===== config.mk =====
export PLATFORM = sky130hd
export DESIGN_NAME = differentiator
export DESIGN_NICKNAME = d
export VERILOG_FILES = /design/src/rtl/integrator_pkg.sv /design/src/rtl/diff_history.sv /design/src/rtl/differentiator.sv
export SDC_FILE = /design/constraint.sdc
export NUM_CORES = 1
export LEC_CHECK = 0
export ABC_AREA = 1
export CAP_MARGIN = 5
export CORE_ASPECT_RATIO = 0.7
export CORE_MARGIN = 5
export CORE_UTILIZATION = 55
export DETAILED_ROUTE_END_ITERATION = 7
export GPL_TIMING_DRIVEN = 0
export PLACE_DENSITY_LB_ADDON = 0.2
export SLEW_MARGIN = 0
export SYNTH_ARGS = -nofsm -noshare
export SYNTH_HDL_FRONTEND = slang
export SYNTH_SLANG_ARGS = --single-unit
export TNS_END_PERCENT = 50

===== constraint.sdc =====
create_clock -name clk -period 3 [get_ports clk]
set_clock_uncertainty 0.15 [all_clocks]
set_input_delay 0.6 -clock clk [delete_from_list [all_inputs] [get_ports clk]]
set_output_delay 0.6 -clock clk [all_outputs]
set_load 0.02 [all_outputs]

===== src/rtl/integrator_pkg.sv =====
// integrator_pkg: shared Q2.20 sample width, sample type and saturation limits for the integrator/differentiator pair.
package integrator_pkg;
  localparam int W = 22;
  localparam int FRAC_BITS = 20;
  typedef logic signed [W-1:0] sample_t;
  localparam sample_t SAT_MAX = sample_t'({1'b0, {(W-1){1'b1}}});
  localparam sample_t SAT_MIN = sample_t'({1'b1, {(W-1){1'b0}}});
endpackage


===== src/rtl/diff_history.sv =====
// diff_history: M-entry circular register delay line with write pointer, prime counter and synchronous flush.
module diff_history #(
  parameter int W = 22,
  parameter int M = 1,
  parameter int PTR_W = 4
) (
  input  logic         clk,
  input  logic         reset,
  input  logic         clear,
  input  logic         wr_en,
  input  logic [W-1:0] wr_data,
  output logic [W-1:0] oldest,
  output logic         primed
);
  localparam int CW = PTR_W + 1;
  logic [W-1:0] hist_q [M];
  logic [W-1:0] hist_d [M];
  logic [PTR_W-1:0] ptr_q, ptr_d, widx;
  logic [CW-1:0] cnt_q, cnt_d, cnt_base;
  // A flush in the same cycle as a write makes that write land on a fresh, zeroed line.
  always_comb begin
    widx = clear ? '0 : ptr_q;
    oldest = clear ? '0 : hist_q[widx];
    for (int i = 0; i < M; i++)
      hist_d[i] = (wr_en && widx == PTR_W'(i)) ? wr_data : (clear ? '0 : hist_q[i]);
    ptr_d = wr_en ? ((widx == PTR_W'(M-1)) ? '0 : widx + PTR_W'(1)) : widx;
    cnt_base = clear ? '0 : cnt_q;
    cnt_d = (wr_en && cnt_base != CW'(M)) ? cnt_base + CW'(1) : cnt_base;
  end
  always_ff @(posedge clk) begin
    if (reset) begin
      for (int i = 0; i < M; i++) hist_q[i] <= '0;
      ptr_q <= '0;
      cnt_q <= '0;
    end else begin
      for (int i = 0; i < M; i++) hist_q[i] <= hist_d[i];
      ptr_q <= ptr_d;
      cnt_q <= cnt_d;
    end
  end
  assign primed = cnt_q == CW'(M);
endmodule


===== src/rtl/differentiator.sv =====
// differentiator: streaming comb y[n] = x[n] - x[n-M], modulo 2^W by default.
// Define DIFFERENTIATOR_SAT_EN to clamp to the Q2.20 range instead and expose sat_flag.
module differentiator #(
  parameter int W = integrator_pkg::W,
  parameter int M = 1,
  parameter int PTR_W = 4
) (
  input  logic         clk,
  input  logic         reset,
  input  logic         clear,
  input  logic         in_valid,
  input  logic [W-1:0] In,
  output logic         out_valid,
  output logic [W-1:0] Out,
`ifdef DIFFERENTIATOR_SAT_EN
  output logic         sat_flag,
`endif
  output logic         primed
);
  import integrator_pkg::*;
  logic [W-1:0] oldest, diff;
  logic ovf;
  logic out_valid_q, sat_q;
  logic [W-1:0] out_q;
  diff_history #(.W(W), .M(M), .PTR_W(PTR_W)) u_hist (
    .clk(clk), .reset(reset), .clear(clear), .wr_en(in_valid),
    .wr_data(In), .oldest(oldest), .primed(primed)
  );
`ifdef DIFFERENTIATOR_SAT_EN
  logic [W:0] ext;
  always_comb begin
    ext = {In[W-1], In} - {oldest[W-1], oldest};
    ovf = ext[W] ^ ext[W-1];
    diff = ovf ? (ext[W] ? {1'b1, {(W-1){1'b0}}} : {1'b0, {(W-1){1'b1}}}) : ext[W-1:0];
  end
  assign sat_flag = sat_q;
`else
  assign diff = In - oldest;
  assign ovf = 1'b0;
`endif
  always_ff @(posedge clk) begin
    if (reset) begin
      out_valid_q <= 1'b0;
      out_q <= '0;
      sat_q <= 1'b0;
    end else begin
      out_valid_q <= in_valid;
      if (in_valid) out_q <= diff;
      sat_q <= in_valid & ovf;
    end
  end
  assign out_valid = out_valid_q;
  assign Out = out_q;
endmodule


power_grid.png
Pins as bars on the die edge.
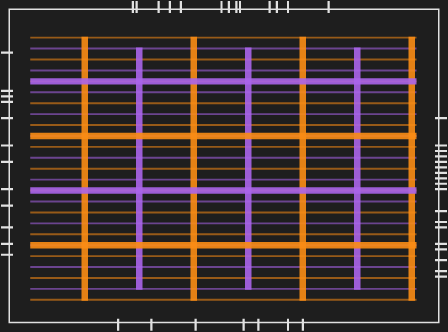
legend:
  VSS:
    color: orange
  VDD:
    color: purple
met4 straps: 7
rows: 24
signal pins: 50
Die Span Y: 77.6 um
Die Width: 107 um
Placeable Area: 6280 um2

flops_by_reg.png
Other sequential cells in the stronger gray, the rest of the logic in the fainter gray.
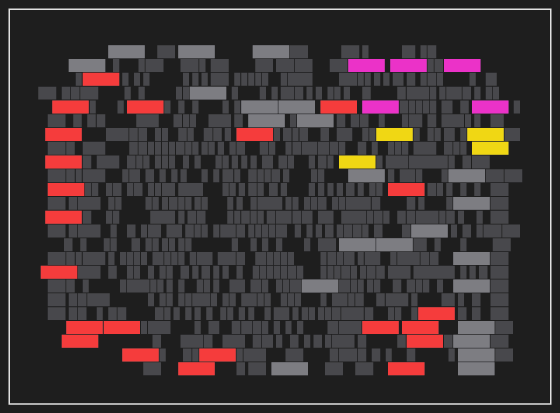
legend:
  u_hist.hist_q:
    color: red
    sequential_cells: 22
    where: all over the die
  u_hist.cnt_q:
    color: magenta
    sequential_cells: 5
    where: top right
  u_hist.ptr_q:
    color: yellow
    sequential_cells: 4
not colored: 23

clocks.png
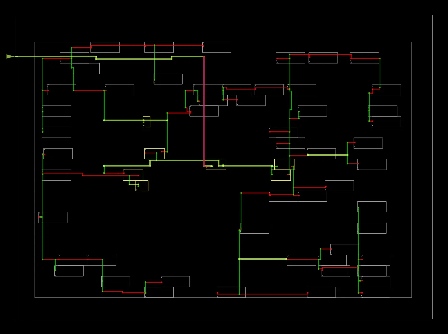
Flops: 54
clk latency late pin: 0.31 ns
Clock group: 408 uW

==> reports/metrics.yaml <==
power:
  p_leak_uw: 0.00212
  comb_power_share_pct: 32.7
status:
  status: "complete, no violations"
job:
  warnings: 31
critical_path:
  slowest_stage: "ha_1"
  cp-end-kind: "flop"
  endpoint: "Out[19]"
  critPathKind: "in2reg"
timing:
  slew_violations: 0
  final_hold_viol_count: 0
  fmax_mhz: 350
  setup_ws_ns: 0.142
synthesis:
  syn_nets: 625
  async_flop_share_pct: 0
  synth.top_cell.area_share_pct: 30.1
  aoi_share_pct: 12.2
  topCellsByArea: "dfxtp_1 30%, nand2_1 18%, ha_1 9.4%"
clock_network:
  clk_path_buf_depth: 2
  tritoncts: "built"
  htreeDepth: 2
routing:
  antenna_left: 0
final_layout:
  areaGrowthSynthToFinish_pct: 19.5
  seq_area_um2: 1080
global_routing:
  grt_max_degree: 17
  grt_pass1_wl_mm: 16.0
floorplanning:
  fp-row-count: 24
  dieArea_um2: 8270
placement:
  dpl_cell_area_um2: 4170
worst_hold_path:
  holdPathStages: 2
Power and IR drop assume default switching activity.
